**src/rtl/izh_sched_pkg.sv**
```systemverilog
// Purpose: shared word type, reset constants and FSM encoding for the Izhikevich neuron scheduler.
// Latency: none (types and constants only).
// Backpressure: none.
package izh_sched_pkg;

   typedef logic [31:0] fp32_t;

   // Resting state loaded into every neuron on reset.
   localparam fp32_t V_INIT = 32'hC282_0000;   // -65.0
   localparam fp32_t U_INIT = 32'hC150_0000;   // -13.0
   localparam fp32_t I_INIT = 32'h0000_0000;   //   0.0

   typedef enum logic [2:0] {
      S_IDLE,
      S_ISSUE,
      S_WAIT,
      S_WRITE,
      S_EMIT,
      S_DONE
   } sched_state_t;

endpackage

```
**src/rtl/izh_neuron_scheduler_state_file.sv**
```systemverilog
// Purpose: per-neuron v/u/I register file with a combinational read port for the scheduler.
// Latency: read is combinational; writes land on the next rising edge.
// Backpressure: none; both write ports are always accepted, write-back and current ports are independent.
module izh_state_file
   import izh_sched_pkg::*;
#(
   parameter int N_NEURON = 16,
   parameter int IDX_W    = $clog2(N_NEURON)
) (
   input  logic             clk,
   input  logic             rst,
   input  logic             wb_we_i,
   input  logic [IDX_W-1:0] wb_idx_i,
   input  fp32_t            wb_v_i,
   input  fp32_t            wb_u_i,
   input  logic             cur_we_i,
   input  logic [IDX_W-1:0] cur_addr_i,
   input  fp32_t            cur_data_i,
   input  logic [IDX_W-1:0] rd_idx_i,
   output fp32_t            rd_v_o,
   output fp32_t            rd_u_o,
   output fp32_t            rd_i_o
);

   fp32_t v_q [N_NEURON];
   fp32_t u_q [N_NEURON];
   fp32_t i_q [N_NEURON];

   // Reset reloads the resting state; otherwise accept write-back and current writes independently.
   always_ff @(posedge clk) begin
      if (!rst) begin
         for (int n = 0; n < N_NEURON; n++) begin
            v_q[n] <= V_INIT;
            u_q[n] <= U_INIT;
            i_q[n] <= I_INIT;
         end
      end else begin
         if (wb_we_i) begin
            v_q[wb_idx_i] <= wb_v_i;
            u_q[wb_idx_i] <= wb_u_i;
         end
         if (cur_we_i) begin
            i_q[cur_addr_i] <= cur_data_i;
         end
      end
   end

   assign rd_v_o = v_q[rd_idx_i];
   assign rd_u_o = u_q[rd_idx_i];
   assign rd_i_o = i_q[rd_idx_i];

endmodule

```
**src/rtl/izh_neuron_scheduler.sv**
```systemverilog
// Purpose: sweeps neurons 0..N-1 through one shared Izhikevich datapath per timestep, emits spike index events.
// Latency: busy/upd_valid one cycle after step_start; 3 cycles per neuron with a zero-wait datapath, +1 or more per spike.
// Backpressure: upd_valid held until upd_ready, spk_valid held until spk_ready; one neuron in flight at a time.
// Option: define IZH_SPIKE_COUNT_EN to add the per-step spike counter and the spk_count port.
module izh_neuron_scheduler
   import izh_sched_pkg::*;
#(
   parameter int N_NEURON = 16,
   parameter int IDX_W    = $clog2(N_NEURON)
) (
   input  logic             clk,
   input  logic             rst,
   input  logic             step_start,
   output logic             busy,
   output logic             step_done,
   input  logic             cur_we,
   input  logic [IDX_W-1:0] cur_addr,
   input  logic [31:0]      cur_data,
   output logic             upd_valid,
   input  logic             upd_ready,
   output logic [31:0]      upd_v,
   output logic [31:0]      upd_u,
   output logic [31:0]      upd_i,
   input  logic             res_valid,
   input  logic [31:0]      res_v,
   input  logic [31:0]      res_u,
   input  logic             res_spike,
`ifdef IZH_SPIKE_COUNT_EN
   output logic [IDX_W:0]   spk_count,
`endif
   output logic             spk_valid,
   input  logic             spk_ready,
   output logic [IDX_W-1:0] spk_idx
);

   localparam logic [IDX_W-1:0] LAST_IDX = IDX_W'(N_NEURON - 1);

   sched_state_t     state_q;
   logic [IDX_W-1:0] idx_q;
   logic             busy_q, step_done_q, upd_valid_q, spk_valid_q;
   fp32_t            upd_v_q, upd_u_q, upd_i_q;
   logic [IDX_W-1:0] spk_idx_q;
   fp32_t            res_v_q, res_u_q;
   logic             res_spike_q;

   logic [IDX_W-1:0] idx_d;
   logic [IDX_W-1:0] rd_idx;
   fp32_t            rd_v, rd_u, rd_i;

   // Next index to be issued; the read port looks ahead so operands latch on ISSUE entry.
   assign idx_d  = idx_q + IDX_W'(1);
   assign rd_idx = (state_q == S_IDLE) ? '0 : idx_d;

   izh_state_file #(
      .N_NEURON (N_NEURON),
      .IDX_W    (IDX_W)
   ) u_state_file (
      .clk        (clk),
      .rst        (rst),
      .wb_we_i    (state_q == S_WRITE),
      .wb_idx_i   (idx_q),
      .wb_v_i     (res_v_q),
      .wb_u_i     (res_u_q),
      .cur_we_i   (cur_we),
      .cur_addr_i (cur_addr),
      .cur_data_i (cur_data),
      .rd_idx_i   (rd_idx),
      .rd_v_o     (rd_v),
      .rd_u_o     (rd_u),
      .rd_i_o     (rd_i)
   );

   // Sweep sequencer with registered handshake outputs.
   always_ff @(posedge clk) begin
      if (!rst) begin
         state_q     <= S_IDLE;
         idx_q       <= '0;
         busy_q      <= 1'b0;
         step_done_q <= 1'b0;
         upd_valid_q <= 1'b0;
         upd_v_q     <= '0;
         upd_u_q     <= '0;
         upd_i_q     <= '0;
         spk_valid_q <= 1'b0;
         spk_idx_q   <= '0;
         res_v_q     <= '0;
         res_u_q     <= '0;
         res_spike_q <= 1'b0;
      end else begin
         step_done_q <= 1'b0;
         case (state_q)
            S_IDLE: begin
               if (step_start) begin
                  state_q     <= S_ISSUE;
                  idx_q       <= '0;
                  busy_q      <= 1'b1;
                  upd_valid_q <= 1'b1;
                  upd_v_q     <= rd_v;
                  upd_u_q     <= rd_u;
                  upd_i_q     <= rd_i;
               end
            end
            S_ISSUE: begin
               if (upd_ready) begin
                  state_q     <= S_WAIT;
                  upd_valid_q <= 1'b0;
                  upd_v_q     <= '0;
                  upd_u_q     <= '0;
                  upd_i_q     <= '0;
               end
            end
            S_WAIT: begin
               if (res_valid) begin
                  state_q     <= S_WRITE;
                  res_v_q     <= res_v;
                  res_u_q     <= res_u;
                  res_spike_q <= res_spike;
               end
            end
            S_WRITE: begin
               if (res_spike_q) begin
                  state_q     <= S_EMIT;
                  spk_valid_q <= 1'b1;
                  spk_idx_q   <= idx_q;
               end else if (idx_q == LAST_IDX) begin
                  state_q     <= S_DONE;
                  step_done_q <= 1'b1;
               end else begin
                  state_q     <= S_ISSUE;
                  idx_q       <= idx_d;
                  upd_valid_q <= 1'b1;
                  upd_v_q     <= rd_v;
                  upd_u_q     <= rd_u;
                  upd_i_q     <= rd_i;
               end
            end
            S_EMIT: begin
               if (spk_ready) begin
                  spk_valid_q <= 1'b0;
                  if (idx_q == LAST_IDX) begin
                     state_q     <= S_DONE;
                     step_done_q <= 1'b1;
                  end else begin
                     state_q     <= S_ISSUE;
                     idx_q       <= idx_d;
                     upd_valid_q <= 1'b1;
                     upd_v_q     <= rd_v;
                     upd_u_q     <= rd_u;
                     upd_i_q     <= rd_i;
                  end
               end
            end
            S_DONE: begin
               state_q <= S_IDLE;
               busy_q  <= 1'b0;
               idx_q   <= '0;
            end
            default: state_q <= S_IDLE;
         endcase
      end
   end

`ifdef IZH_SPIKE_COUNT_EN
   logic [IDX_W:0] cnt_q;
   logic [IDX_W:0] spk_count_q;

   // Count accepted spike events within a sweep and publish the total when the sweep ends.
   always_ff @(posedge clk) begin
      if (!rst) begin
         cnt_q       <= '0;
         spk_count_q <= '0;
      end else begin
         if (state_q == S_IDLE && step_start) begin
            cnt_q <= '0;
         end else if (state_q == S_EMIT && spk_ready) begin
            cnt_q <= cnt_q + (IDX_W + 1)'(1);
         end
         if (state_q == S_DONE) begin
            spk_count_q <= cnt_q;
         end
      end
   end

   assign spk_count = spk_count_q;
`endif

   assign busy      = busy_q;
   assign step_done = step_done_q;
   assign upd_valid = upd_valid_q;
   assign upd_v     = upd_v_q;
   assign upd_u     = upd_u_q;
   assign upd_i     = upd_i_q;
   assign spk_valid = spk_valid_q;
   assign spk_idx   = spk_idx_q;

endmodule

```
**config.mk**
```make
export PLATFORM = sky130hd
export DESIGN_NAME = izh_neuron_scheduler
export DESIGN_NICKNAME = d
export VERILOG_FILES = /design/src/rtl/izh_sched_pkg.sv /design/src/rtl/izh_neuron_scheduler_state_file.sv /design/src/rtl/izh_neuron_scheduler.sv
export SDC_FILE = /design/constraint.sdc
export NUM_CORES = 2
export LEC_CHECK = 0
export ABC_AREA = 1
export CAP_MARGIN = 20
export CORE_MARGIN = 4
export CORE_UTILIZATION = 35
export DETAILED_ROUTE_END_ITERATION = 7
export PLACE_DENSITY = 0.54
export SYNTH_ARGS = -nofsm -noshare
export SYNTH_HDL_FRONTEND = slang
export SYNTH_HIERARCHICAL = 1
export SYNTH_SLANG_ARGS = --single-unit
```
**constraint.sdc**
```tcl
create_clock -name clk -period 3.7 [get_ports clk]
set_input_delay 0.37 -clock clk [delete_from_list [all_inputs] [get_ports clk]]
set_output_delay 0.37 -clock clk [all_outputs]
set_load 0.05 [all_outputs]
```
### Zoomed window

Region (229, 229) to (259, 259) um. Cells in gray, sequential cells in the stronger gray; small squares are vias.
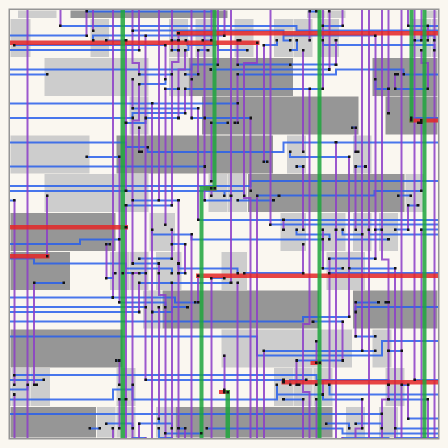
- green: met4
- red: met3
- purple: met2
- blue: met1
- most frequent: nand2_1 (14), nor2_1 (12), edfxtp_1 (9)
- cells with their middle in the window: 53
- netlist names of flops here include: u_state_file/u_q (9), res_u_q (1)
- sequential cells in the window: 10

### Wiring heat map

(0.5 px per um) The die is cut into 24 by 24 equal tiles; dark purple is low, yellow is high, scaled to the fullest tile. Values are wire area over tile area, all layers added.
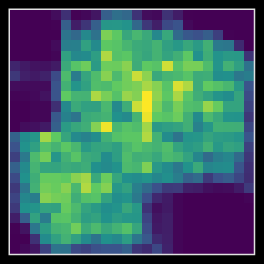
- densest ninth of the die: center
- tiles over half the peak: 48%
- nearly empty tiles: 18%
- mean over tiles: 0.19
- fullest tile: 0.45

### Wiring by layer

(1 px per um) Two of the layers only.
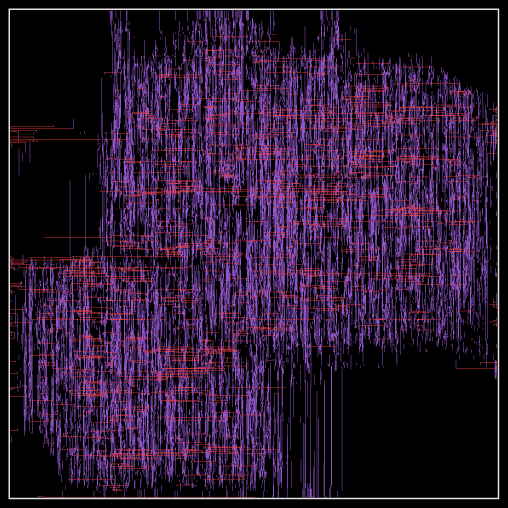
- red: met3 (wire length 20.4 mm)
- purple: met2 (wire length 127 mm)

==> run notes <==
Implementation results. The flow ran to the end, and the final reports show no timing, DRC or antenna violations. The cell area that synthesis handed to floorplanning was 80530 um2. Count of input and output buffers landed at 211. Summing over every cut layer, the via total after detailed routing is approximately 62000.

Detailed placement finished with a half-perimeter wire length of 143900 um. Sequential cells were found to cover between 60% and 70% of the synthesized design area. TritonCTS built the clock tree. The worst register-to-register path depth is 16. Net switching fraction of the power landed at 34.91%. Total power for the finished layout comes to between 50 and 60 mW. Cell-internal power landed at ~38 mW. Number of H-tree branching levels landed at 4. CTS saw 1712 sinks. Top-level I/O count landed at 212. Clock skew landed at 46.54 ps. Clock-pin slew of the registers on the worst-case setup and hold paths landed at 60 ps. Slew at the pin closest to its max-slew limit landed at 1202 ps. Final-stage net count landed at 9266. The report counts max-capacitance violations totalling 0. Once layout is complete, the cells apart from fillers number between 10000 and 15000. Largest fanout on the critical path landed at 43.

Before placement the cells fill 35.30% of the core. By area the synthesized netlist is led by sky130_fd_sc_hd__edfxtp_1, sky130_fd_sc_hd__nand2_1, sky130_fd_sc_hd__nor2_1. Power per standard cell area landed at 631.3 nW/um2.

The clock period could shrink to just over 3000 ps. CTS added clock buffers totalling around 190. For the final routed database, the setup TNS stands at 0 ps. On met2, the global router reports a usage of 37.00%. Number of distinct library cells after synthesis landed at 31. Global routing met1 resource utilization landed at 29.88%. The horizontal die dimension reported for this design is 487.7 um. For this run, the chip area from Yosys synthesis comes to 80530 um2.

Global-route usage over all layers landed at 22.36%. The finished cells cover 91990 um2. Per the slew report, the remaining headroom to the max-slew limit stands at about a fifth. Synthesized area divided by synthesized cell count landed at between 8 and 9 um2. Average wire length per cell after detail routing landed at roughly 22 um.

Average vias per placed instance landed at 5.021. In this run the VDD rail shows a maximum IR drop of roughly 0.54 mV. Largest net degree at the start of global routing landed at roughly 140. Part of the power in registers landed at 39.4%. The floorplan step set the die height to 487.7 um.

The initial antenna violation count is 6. OpenROAD emitted warnings numbering 30. Synthesis handed over a netlist of a little over 9000 instances. Met3 global-route usage landed at ~3.3%. Count of instances resized after the clock tree is built landed at 0. Summed over all layers, the global routing overflow is 0. The final report lists the setup-violating endpoint count as 0. Worst-case hold slack landed at 155.2 ps. The most critical setup path has its endpoint at upd_u[28]. The share of total power dissipated in combinational logic is 28.1%. Number of enable flip-flop cells landed at 1536. Worst-case setup slack after placement landed at 697.2 ps. Number of global-route vias before repair landed at 59930. Hold violation count in the final report landed at 0. STA lists the endpoint of the worst register-to-register path as upd_u[28]. Number of hold buffers added after cts landed at 1. In this run the standard cell core region covers approximately 230000 um2. Buffers added to address setup during post-CTS repair amount to 0. Total of flip-flops plus latches after synthesis landed at 1712. The detailed router reported a total wirelength of 270500 um.

sky130_fd_sc_hd__edfxtp_1 takes more of the synthesized area than any other cell. Worst-case setup margin in the final layout landed at between 600 and 700 ps. In the final layout, the share of cells above drive strength 1 is roughly 5.7%. Number of max-slew violations in the final report landed at 0. STA classifies the critical path endpoint as a flop.

The commonest cells after synthesis are sky130_fd_sc_hd__nand2_1, sky130_fd_sc_hd__nor2_1, sky130_fd_sc_hd__edfxtp_1, sky130_fd_sc_hd__inv_1, sky130_fd_sc_hd__nand3_1. Register-to-register setup slack landed at between 600 and 700 ps. Number of cells in Yosys stat landed at 9197. Leakage dissipation landed at between 30 and 40 nW. Counting flops with an async set or reset pin after synthesis yields a share of 0%. Critical path required time landed at 4480 ps. In this run, the clock network consumes 32.6% of the power.

Growth of design area from synthesis to finish landed at 14.23%. After filler insertion, the fill cell instance count of the layout stands at 22600. The most critical min-delay path falls under input port to flop. Post-route core utilization landed at roughly two fifths.

Counting instances, the worst hold path has a depth of 3. Of the available clock period, the critical path in the final layout requires 82.33%. The worst setup path is of the flop to flop kind. Chip area landed at between 200000 and 250000 um2. Once detail routing completed, the nets flagged for antenna violations numbered 0.

First-pass GRT wire length landed at around 400000 um. Data on the critical path arrives at its endpoint at between 3000 and 4000 ps. For this run the top cell type by instance count after synthesis was sky130_fd_sc_hd__nand2_1.
worst min path at each step:
stage	start	to	slack, ps
2_1_floorplan	res_u_q[0]	res_u_q[0]	460
3_3_place_gp	upd_u[7]	upd_u[7]	470
3_5_place_dp	upd_i[5]	upd_i[5]	470
4_1_cts	res_v[12]	res_v_q[12]	100
5_1_grt	res_v[2]	res_v_q[2]	140
6_report	res_u[26]	res_u_q[26]	160
power by group through the flow:
| stage | clock network (mW) | registers, mW | logic, mW |
|---|---|---|---|
| 2_1_floorplan | 0 | 24.3 | 9.75 |
| 3_3_place_gp | 0 | 23.3 | 16.2 |
| 3_5_place_dp | 0 | 23.3 | 16.3 |
| 4_1_cts | 19.3 | 22.9 | 16.3 |
| 5_1_grt | 20.1 | 23.0 | 17.9 |
| 6_report | 18.9 | 22.9 | 16.3 |
metal layers:
| layer | up-vias | part of all wire, % |
|---|---|---|
| li1 | 28780 | - |
| met1 | 30110 | 42 |
| met2 | 2528 | 47 |
| met3 | 506 | 7.5 |
| met4 | 0 | 3.6 |
| met5 | - | 0 |
critical path, cell delays in order, from the launching register on:
cell,delay [ps]
sky130_fd_sc_hd__dfxtp_1,390
sky130_fd_sc_hd__nor2_2,220
sky130_fd_sc_hd__nand2_1,100
sky130_fd_sc_hd__inv_1,300
sky130_fd_sc_hd__nor2_4,130
sky130_fd_sc_hd__inv_8,360
sky130_fd_sc_hd__buf_4,560
sky130_fd_sc_hd__nand2_1,100
sky130_fd_sc_hd__nand2_1,80
sky130_fd_sc_hd__nand2_1,50
sky130_fd_sc_hd__nand3_1,80
sky130_fd_sc_hd__nand3_1,110
sky130_fd_sc_hd__nand2_1,120
sky130_fd_sc_hd__nand2_1,60
sky130_fd_sc_hd__nand3_1,110
sky130_fd_sc_hd__nand2_1,70
sky130_fd_sc_hd__nor2_1,90
layout by cell type (no fill, tap or decap), drive strengths merged:
cell,instances
bufinv,10
nand4,1
or2,1
dfxtp,176
clkinvlp,2
inv,1284
nor2,1739
edfxtp,1536
xor2,2
a211oi,1
o21ai,67
a21oi,10
nand3b,2
clkdlybuf4s50,210
nand2,2458
dlygate4sd3,1
nand3,1266
clkbuf,291
nor3,5
o211ai,1
clkinv,66
o21bai,1
ha,1
diode,2
buf,191
registers in the layout (all words and copies together) (netlist names), 32 cells and up:
signal            flops
upd_i                32
upd_u                32
u_state_file/u_q    512
res_v_q              32
u_state_file/i_q    512
u_state_file/v_q    512
upd_v                32
res_u_q              32
layout make-up:
class	instances	area, um2	share of cell area, %
diodes	2	5.005	0.005441
clock buffers	291	5438	5.911
clock inverters	67	763.2	0.8297
inverters	1295	4905	5.332
multi-input cells	5555	22880	24.87
flip-flops and latches	1712	49650	53.97
well taps	3009	3765	4.093
repair buffers	402	4587	4.986
kinds of logic after synthesis:
logic type,count (synthesis),synth area share [%]
flip-flops,1712,61.65
AND-OR/OR-AND,80,0.5065
adder cells (fa/ha/maj),1,0.01553
buffers and inverters,1930,10.25
AND/OR/NAND/NOR,5472,27.55
XOR/XNOR,2,0.02176
Power figures rest on the tool's default switching activity, not on a simulated workload.
